File: src/rtl/ospfb_seq_pkg.sv
// Shared types and helpers for the OSPFB control sequencer.
// Widths here are the defaults for a 32-point transform; the top derives its own from FFT_LEN.
package ospfb_seq_pkg;

    typedef enum logic [2:0] {
        IDLE     = 3'd0,
        CONFIG   = 3'd1,
        WAIT_FFT = 3'd2,
        RUN      = 3'd3,
        HALT     = 3'd4
    } seq_state_e;

    localparam int FFT_LEN_DEF = 32;
    localparam int PHASE_W     = $clog2(FFT_LEN_DEF);
    localparam int DEC_W       = PHASE_W + 1;

    // A decimation factor is usable only if it selects 1..fft_len accept slots per frame.
    function automatic logic dec_fac_legal(input logic [31:0] req, input int unsigned fft_len);
        return (req != 32'd0) && (req <= fft_len);
    endfunction

endpackage

File: src/rtl/ospfb_phase_ctr.sv
// Modulo-LEN decimator phase counter with synchronous load and a wrap strobe.
module ospfb_phase_ctr #(
    parameter int LEN      = 32,
    parameter int LOAD_VAL = 23,
    parameter int W        = $clog2(LEN)
) (
    input  logic         clk,
    input  logic         rst,
    input  logic         load,
    input  logic         en,
    output logic [W-1:0] phase,
    output logic         wrap
);

    localparam logic [W-1:0] LAST  = W'(LEN - 1);
    localparam logic [W-1:0] START = W'(LOAD_VAL);

    assign wrap = en && (phase == LAST);

    // NOTE: sequential state is assigned with <= so every register samples pre-edge values.
    always_ff @(posedge clk) begin
        if (rst || load) begin
            phase <= START;
        end else if (en) begin
            phase <= (phase == LAST) ? '0 : phase + W'(1);
        end
    end

endmodule

File: src/rtl/ospfb_sequencer.sv
// OSPFB control sequencer: phase counter, upstream accept, FFT config/data framing, sticky errors.
// Optional OSPFB_SEQ_AUTO_RECOVER_EN: an FFT stall restarts from IDLE and bumps restart_cnt.
module ospfb_sequencer
    import ospfb_seq_pkg::*;
#(
    parameter int FFT_LEN     = 32,
    parameter int DEC_FAC_DEF = 24,
    parameter int SRT_PHA     = 23,
    parameter int TLAST_PHA   = 31,
    parameter int CONF_WID    = 8,
    parameter int CONF_DEF    = 0
) (
    input  logic                       clk,
    input  logic                       rst,
    input  logic                       en,
    input  logic [$clog2(FFT_LEN):0]   dec_fac,
    input  logic                       s_tvalid,
    output logic                       s_tready,
    output logic                       vin,
    output logic                       fir_rst,
    output logic [$clog2(FFT_LEN)-1:0] phase,
    output logic                       cfg_tvalid,
    input  logic                       cfg_tready,
    output logic [CONF_WID-1:0]        cfg_tdata,
    output logic                       fft_tvalid,
    input  logic                       fft_tready,
    output logic                       fft_tlast,
    output logic [15:0]                frame_cnt,
    output logic                       err_underflow,
    output logic                       err_fft_stall,
    output logic                       err_dec_fac,
    output logic [2:0]                 state
`ifdef OSPFB_SEQ_AUTO_RECOVER_EN
    ,
    output logic [7:0]                 restart_cnt
`endif
);

    localparam int PH_W = $clog2(FFT_LEN);
    localparam int DF_W = PH_W + 1;

    seq_state_e      state_q, state_nxt;
    logic [DF_W-1:0] active_dec, active_dec_nxt;
    logic            pend, pend_nxt;
    logic [15:0]     frame_nxt;
    logic            uf_nxt, stall_nxt, df_nxt;
    logic            run_act, wrap, dec_legal, ctr_load;
`ifdef OSPFB_SEQ_AUTO_RECOVER_EN
    logic [7:0]      restart_nxt;
`endif

    assign run_act   = (state_q == RUN) && en;
    assign dec_legal = dec_fac_legal(32'(dec_fac), FFT_LEN);

    assign s_tready   = run_act && ({1'b0, phase} < active_dec);
    assign vin        = s_tready && s_tvalid;
    assign fir_rst    = (state_q != RUN);
    assign cfg_tvalid = (state_q == CONFIG);
    assign cfg_tdata  = CONF_WID'(CONF_DEF);
    assign fft_tvalid = (state_q == WAIT_FFT) || run_act;
    assign fft_tlast  = run_act && (phase == PH_W'(TLAST_PHA));
    assign state      = state_q;

    // Phase sits at SRT_PHA whenever the next cycle is not a RUN cycle, so RUN always opens there.
    assign ctr_load = (state_nxt != RUN);

    ospfb_phase_ctr #(
        .LEN      (FFT_LEN),
        .LOAD_VAL (SRT_PHA),
        .W        (PH_W)
    ) u_phase_ctr (
        .clk   (clk),
        .rst   (rst),
        .load  (ctr_load),
        .en    (run_act),
        .phase (phase),
        .wrap  (wrap)
    );

    always_comb begin
        // NOTE: every combinational output gets a default first so no path can infer a latch.
        state_nxt      = state_q;
        active_dec_nxt = active_dec;
        pend_nxt       = pend;
        frame_nxt      = frame_cnt;
        uf_nxt         = err_underflow;
        stall_nxt      = err_fft_stall;
        df_nxt         = err_dec_fac;
`ifdef OSPFB_SEQ_AUTO_RECOVER_EN
        restart_nxt    = restart_cnt;
`endif

        case (state_q)
            IDLE: begin
                if (en && s_tvalid) begin
                    if (dec_legal) active_dec_nxt = dec_fac;
                    else           df_nxt         = 1'b1;
                    state_nxt = CONFIG;
                end
            end
            CONFIG: begin
                if (cfg_tready) state_nxt = WAIT_FFT;
            end
            WAIT_FFT: begin
                if (fft_tready) state_nxt = RUN;
            end
            RUN: begin
                if (en) begin
                    if (s_tready && !s_tvalid) uf_nxt = 1'b1;
                    if (fft_tlast && fft_tready) frame_nxt = frame_cnt + 16'd1;
                    if (dec_fac != active_dec) begin
                        if (dec_legal) pend_nxt = 1'b1;
                        else           df_nxt   = 1'b1;
                    end
                    if (!fft_tready) begin
                        stall_nxt = 1'b1;
`ifdef OSPFB_SEQ_AUTO_RECOVER_EN
                        state_nxt = IDLE;
                        if (restart_cnt != 8'hFF) restart_nxt = restart_cnt + 8'd1;
`else
                        state_nxt = HALT;
`endif
                    end else if (wrap && pend_nxt) begin
                        // New factor only takes effect at a frame boundary, via a full restart.
                        state_nxt = IDLE;
                    end
                end
            end
            HALT: begin
                state_nxt = HALT;
            end
            default: begin
                state_nxt = IDLE;
            end
        endcase

        if (state_nxt != RUN) pend_nxt = 1'b0;
    end

    always_ff @(posedge clk) begin
        if (rst) begin
            state_q       <= IDLE;
            active_dec    <= DF_W'(DEC_FAC_DEF);
            pend          <= 1'b0;
            frame_cnt     <= '0;
            err_underflow <= 1'b0;
            err_fft_stall <= 1'b0;
            err_dec_fac   <= 1'b0;
`ifdef OSPFB_SEQ_AUTO_RECOVER_EN
            restart_cnt   <= '0;
`endif
        end else begin
            state_q       <= state_nxt;
            active_dec    <= active_dec_nxt;
            pend          <= pend_nxt;
            frame_cnt     <= frame_nxt;
            err_underflow <= uf_nxt;
            err_fft_stall <= stall_nxt;
            err_dec_fac   <= df_nxt;
`ifdef OSPFB_SEQ_AUTO_RECOVER_EN
            restart_cnt   <= restart_nxt;
`endif
        end
    end

endmodule

File: config.mk
export PLATFORM = sky130hd
export DESIGN_NAME = ospfb_sequencer
export DESIGN_NICKNAME = d
export VERILOG_FILES = /design/src/rtl/ospfb_seq_pkg.sv /design/src/rtl/ospfb_phase_ctr.sv /design/src/rtl/ospfb_sequencer.sv
export SDC_FILE = /design/constraint.sdc
export NUM_CORES = 1
export LEC_CHECK = 0
export CAP_MARGIN = 25
export CORE_MARGIN = 4
export CORE_UTILIZATION = 37
export CTS_BUF_LIST = sky130_fd_sc_hd__clkbuf_8
export CTS_CLUSTER_SIZE = 20
export DETAILED_ROUTE_END_ITERATION = 6
export PLACE_DENSITY_LB_ADDON = 0.3
export SYNTH_ARGS = -nofsm -noshare
export SYNTH_HDL_FRONTEND = slang
export SYNTH_SLANG_ARGS = --single-unit
File: constraint.sdc
create_clock -name clk -period 4 [get_ports clk]
set_input_delay 0.8 -clock clk [delete_from_list [all_inputs] [get_ports clk]]
set_output_delay 0.8 -clock clk [all_outputs]
set_load 0.01 [all_outputs]
==> flow_metrics.env, run 1 <==
# flow metrics
export IMPL_run_status="finished clean"
export IMPL_p_int_mw=0.575
export IMPL_insertion_delay_ns=0.28
export IMPL_fmax_ghz=0.297
export IMPL_die_width_um=78.7
export IMPL_nWellTaps=67
export IMPL_yosys_cells=214
export IMPL_crit_type="in -> out"
export IMPL_clkbuf_count=6
export IMPL_fp_util_pct=38.7
export IMPL_antenna_found_initial=0
export IMPL_met3_usage_pct=4.99
export IMPL_cellLeakagePower_nw=0.927
export IMPL_period_minus_slack_ns=3.37
export IMPL_routabilityCongestion=0.836
export IMPL_wl_um=4140
export IMPL_io_buffer_count=44
export IMPL_cts_root_buf="clkbuf_8"
export IMPL_die_area_um2=6200
export IMPL_max_cap_violations=0
export IMPL_n_sequential_cell=34
export IMPL_clockPowerShare_pct=42.9
export IMPL_clk_share_pct=4.60
export IMPL_clk_pin_slew_ns=0.06
export IMPL_crit_slowest_cell="clkdlybuf4s50_1"
export IMPL_dr_pass1_iters=4
export IMPL_clockBufferDepth=2
export IMPL_seq_share_pct=27.8
export IMPL_diodes=0
export IMPL_holdWs_ns=0.466
export IMPL_fin_setup_tns_ns=0
export IMPL_largest_class="combinational gates"
export IMPL_placed_area_um2=2330
export IMPL_crit_chain="clkdlybuf4s50_1 > inv_1 > nor2_4 > o21ai_0 > a21boi_0 > clkdlybuf4s50_1"
export IMPL_worstSetupPathDepth=6
export IMPL_p_sw_mw=0.162
export IMPL_cp_required_ns=3.20
export IMPL_clk_power_mw=0.317
export IMPL_postCtsHoldBufs=0
export IMPL_core_area_um2=4790
export IMPL_yosysTopAreaCellShare_pct=36.8
export IMPL_ys_sh_mux_pct=2.77
export IMPL_layout_top_cells="clkdlybuf4s50_1 (44), dfxtp_1 (34), nor2_1 (31), nand2_1 (18), xor2_1 (16)"
export IMPL_pwr_share_seq_pct=47.3
export IMPL_relSlewSlack_pct=56.0
export IMPL_layout_drive_gt1_share_pct=7.69
export IMPL_comb_power_share_pct=9.8
export IMPL_grt_use_met2_pct=22.5
export IMPL_wl_met2_um=1860
export IMPL_worst_r2r_startpoint="u_phase_ctr.phase[0]$_SDFFE_PP1P_"
export IMPL_crit_path_frequent_cell="clkdlybuf4s50_1"
export IMPL_async_flop_share_pct=0
export IMPL_yosys_area_share_aoi_pct=13.9
export IMPL_fp_dieH_um=78.7
export IMPL_synthCells=214
export IMPL_worst_pin_slew_ns=0.654
export IMPL_areaGrowthSynthToFinish_pct=32.2
export IMPL_synth_top_cell_by_area="dfxtp_1"
export IMPL_fin_crit_sh_pct=84.3
export IMPL_maxSlewViolCount=0
export IMPL_cts_tree="yes"
export IMPL_reg2regPathDepth=8
export IMPL_ctsResizeCount=0
export IMPL_switching_share_pct=22.0
export IMPL_buf_share_pct=18.6
export IMPL_syn_area_um2=1850
export IMPL_largest_reg_flops=16
export IMPL_grt_util_all_layers_pct=14.0
export IMPL_setup_viol=0
export IMPL_xor_area_share_pct=9.94
==> run 1: how the worst min path moves through the flow <==
stage	cells after the start	from	slack (ns)	end
floorplan	2	pend$_SDFFE_PP0P_	0.44	pend$_SDFFE_PP0P_
global placement	2	err_fft_stall$_SDFFE_PP0P_	0.46	err_fft_stall$_SDFFE_PP0P_
detailed placement	2	err_fft_stall$_SDFFE_PP0P_	0.46	err_fft_stall$_SDFFE_PP0P_
CTS	2	err_fft_stall$_SDFFE_PP0P_	0.48	err_fft_stall$_SDFFE_PP0P_
global route	2	err_underflow$_SDFFE_PP0P_	0.52	err_underflow$_SDFFE_PP0P_
finish	2	err_fft_stall$_SDFFE_PP0P_	0.47	err_fft_stall$_SDFFE_PP0P_
**Run 1: close-up of the layout**

Window x 24 to 54, y 24 to 54 µm. Cells in gray, sequential cells in the stronger gray; small squares are vias.
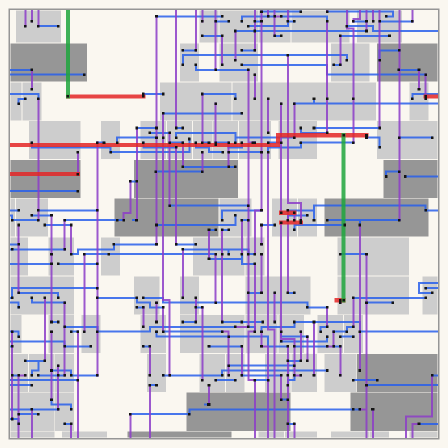
| layer | color |
|---|---|
| M3 | red |
| M1 | blue |
| M4 | green |
| M2 | purple |
most frequent: dfxtp_1 (10), nand2_1 (8), nor2_1 (7)
sequential cells in the window: 10
netlist names of flops here include: u_phase_ctr.phase (4), active_dec (3), frame_cnt (2)
cells with their middle in the window: 66

**Run 1: signal wires by layer**

(4 px per µm) Two of the layers only.
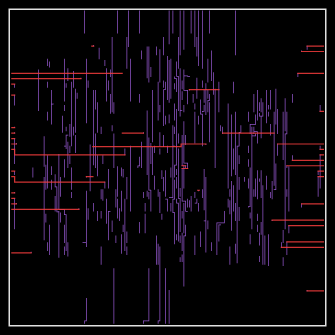
| layer | color | wire length |
|---|---|---|
| M2 | purple | 1860 µm |
| M3 | red | 287 µm |

**Run 1: gate families picked out**

(4 px per µm)
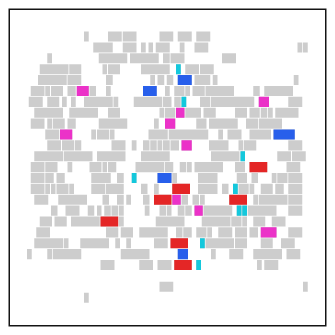
| family | color | cells |
|---|---|---|
| non-inverting ao/oa cells | blue | 5 |
| inv cells | cyan | 9 |
| fa/ha/maj cells | red | 7 |
| and/or cells | magenta | 9 |
Commonest Layout Cell: clkdlybuf4s50_1
Comb area share: 44.1%
Non-Filler Instances: 327

**Run 1: routed metal per tile**

(4 px per µm) The die is cut into 16 by 16 equal tiles; dark purple is low, yellow is high, scaled to the fullest tile. Values are wire area over tile area, all layers added.
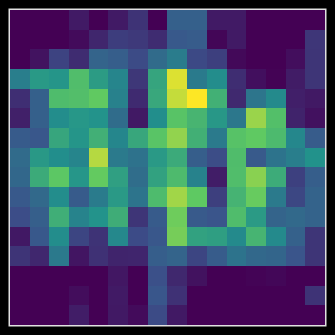

## Run 2: what changed since run 1
Clock period 4 ns to 2.77 ns, I/O delays scaled along.
**Run 2: routed metal per tile**

(4 px per µm) The die is cut into 16 by 16 equal tiles; dark purple is low, yellow is high, scaled to the fullest tile. Values are wire area over tile area, all layers added.
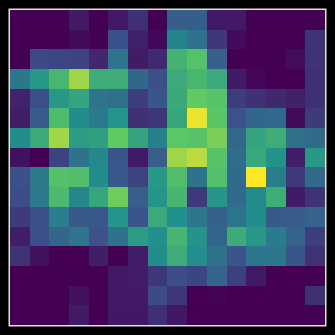
fullest tile: 0.38
nearly empty tiles: 22%
mean over tiles: 0.11
tiles over half the peak: 23%
densest ninth of the die: center

**Run 2: placed standard cells**

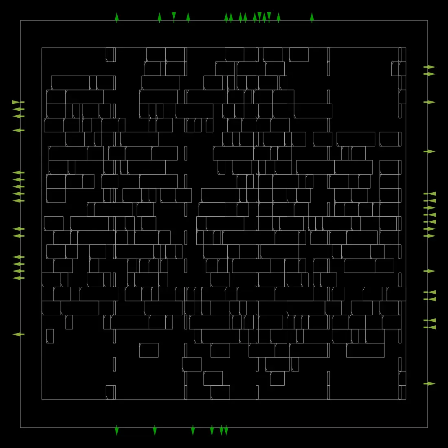
sequential cells: 34
core area: 4790 µm²
filler instances: 461

**Run 2: close-up of the layout**

Window x 24 to 54, y 24 to 54 µm. Cells in gray, sequential cells in the stronger gray; small squares are vias.
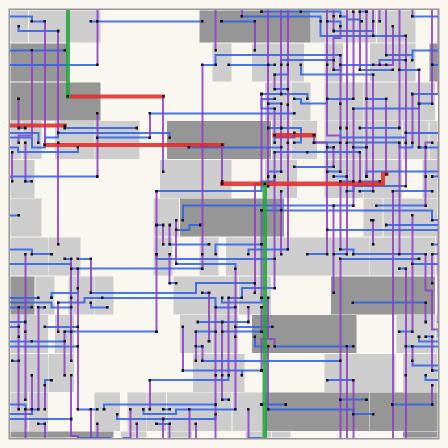
| layer | color |
|---|---|
| M1 | blue |
| M4 | green |
| M2 | purple |
| M3 | red |
cells with their middle in the window: 67
most frequent: nand2_1 (8), dfxtp_1 (8), nor2_1 (6)
sequential cells in the window: 9
netlist names of flops here include: u_phase_ctr.phase (3), active_dec (2), frame_cnt (2)

==> run 2 against run 1 <==
Clock power increased by 21%. Sequential power increased by 44%. Highest routed layer unchanged. Synthesized cell count unchanged. Routed wire length increased by 2.4%. Critical path type unchanged. Global-route usage increased by 0.64 points. Largest power group unchanged. Largest cell class unchanged. First-iteration DRC count increased by 44%. Final cell count increased by 3.1%. Register-to-register slack got worse by 1.1 ns. Critical endpoint is now s_tready. Flip-flop count unchanged. Clock-buffer cell count unchanged.
==> flow_metrics.env, run 2 <==
# flow metrics
export IMPL_cts_root_buf="clkbuf_8"
export IMPL_ys_area_um2=1850
export IMPL_comb_power_share_pct=11.1
export IMPL_layout_drive_gt1_share_pct=12.2
export IMPL_yosysWarnings=0
export IMPL_crit_chain="clkdlybuf4s50_1 > inv_1 > nor2_4 > o21ai_1 > buf_4 > nand2_1 > clkdlybuf4s50_1"
export IMPL_grt_util_all_layers_pct=14.7
export IMPL_io_buffer_count=44
export IMPL_p_sw_mw=0.249
export IMPL_max_cap_violations=0
export IMPL_postCtsHoldBufs=0
export IMPL_crit_path_frequent_cell="clkdlybuf4s50_1"
export IMPL_synthCells=214
export IMPL_switching_share_pct=25.0
export IMPL_antenna_found_initial=0
export IMPL_ys_sh_mux_pct=2.77
export IMPL_endpoint_kind="primary output"
export IMPL_regMostFlops="frame_cnt"
export IMPL_maxSlewViolCount=0
export IMPL_diodes=0
export IMPL_placed_area_um2=2400
export IMPL_setup_viol=0
export IMPL_wl_per_cell_um=12.6
export IMPL_reg2regPathDepth=8
export IMPL_critPathCapture="s_tready"
export IMPL_yosys_cells=214
export IMPL_crit_slowest_cell="clkdlybuf4s50_1"
export IMPL_nets=288
export IMPL_syn_area_um2=1850
export IMPL_hold_end="err_dec_fac$_SDFFE_PP0P_"
export IMPL_fin_crit_sh_pct=94.8
export IMPL_fmax_ghz=0.381
export IMPL_crit_type="in -> out"
export IMPL_synth_top_cell_by_area="dfxtp_1"
export IMPL_insertion_delay_ns=0.28
export IMPL_clk_pin_slew_ns=0.07
export IMPL_cellLeakagePower_nw=0.974
export IMPL_warnings=26
export IMPL_yosysTopAreaCellShare_pct=36.8
export IMPL_hp_start="err_dec_fac$_SDFFE_PP0P_"
export IMPL_grt_pass1_vias=1551
export IMPL_final_layout_top_logic_cell="clkdlybuf4s50_1"
export IMPL_die_width_um=78.7
export IMPL_async_flop_share_pct=0
export IMPL_fin_cells=337
export IMPL_clockBufferDepth=2
export IMPL_worst_r2r_startpoint="u_phase_ctr.phase[1]$_SDFFE_PP1P_"
export IMPL_layout_top_cells="clkdlybuf4s50_1 (42), dfxtp_1 (32), nor2_1 (31), nand2_1 (18), xor2_1 (16)"
export IMPL_crit_buf_inv=4
export IMPL_top_cells_by_count="dfxtp_1 (34), nor2_1 (31), nand2_1 (18)"
export IMPL_pwr_share_seq_pct=50.4
export IMPL_p_int_mw=0.747
export IMPL_fp_dieH_um=78.7
export IMPL_die_area_um2=6200
export IMPL_yosys_area_share_aoi_pct=13.9
export IMPL_routabilityCongestion=0.875
export IMPL_period_minus_slack_ns=2.63
export IMPL_fin_setup_tns_ns=0
export IMPL_holdWs_ns=0.470
export IMPL_worstSetupPathDepth=7
export IMPL_clockPowerShare_pct=38.5
export IMPL_fp_util_pct=38.7
export IMPL_wl_um=4240
export IMPL_areaGrowthSynthToFinish_pct=35.2
export IMPL_cp_required_ns=2.22
export IMPL_run_status="finished clean"
export IMPL_largest_reg_flops=16
export IMPL_area_leaders="dfxtp_1 (37%), xor2_1 (7.6%), nor2_1 (6.3%)"
export IMPL_pin_count=53
export IMPL_cts_tree="yes"
export IMPL_dr_pass1_iters=5
export IMPL_xor_area_share_pct=9.94
export IMPL_hold_depth=2
export IMPL_clk_power_mw=0.383
export IMPL_final_util_pct=52.3
[run 2: cell counts after synthesis]
No cell type changed its count.
[run 2: what timing repair did]
| action | in CTS | in global routing |
|---|---|---|
| setup endpoints to repair | 3 | 1 |
| resized | 5 | 2 |
| setup buffers | 0 | 0 |
[run 2: area by class of cell]
cell class              count  area [µm²]  area share (%)
inverters                   9        33.8            1.35
clock inverters             2        12.5           0.500
repair buffers             55         520            20.8
well taps                  67        83.8            3.35
flip-flops and latches     34         683            27.3
clock buffers               6        82.6            3.30
multi-input cells         164        1090            43.4
[run 2: layer usage]
layer  wire length (µm)  track usage [%]  up-vias
met5                  0                0        -
met4                 36             4.37        0
met3                226             4.54        4
met2               1870             22.6       42
met1               2110             19.7      751
li1                   -                -      847
Power figures rest on the tool's default switching activity, not on a simulated workload.
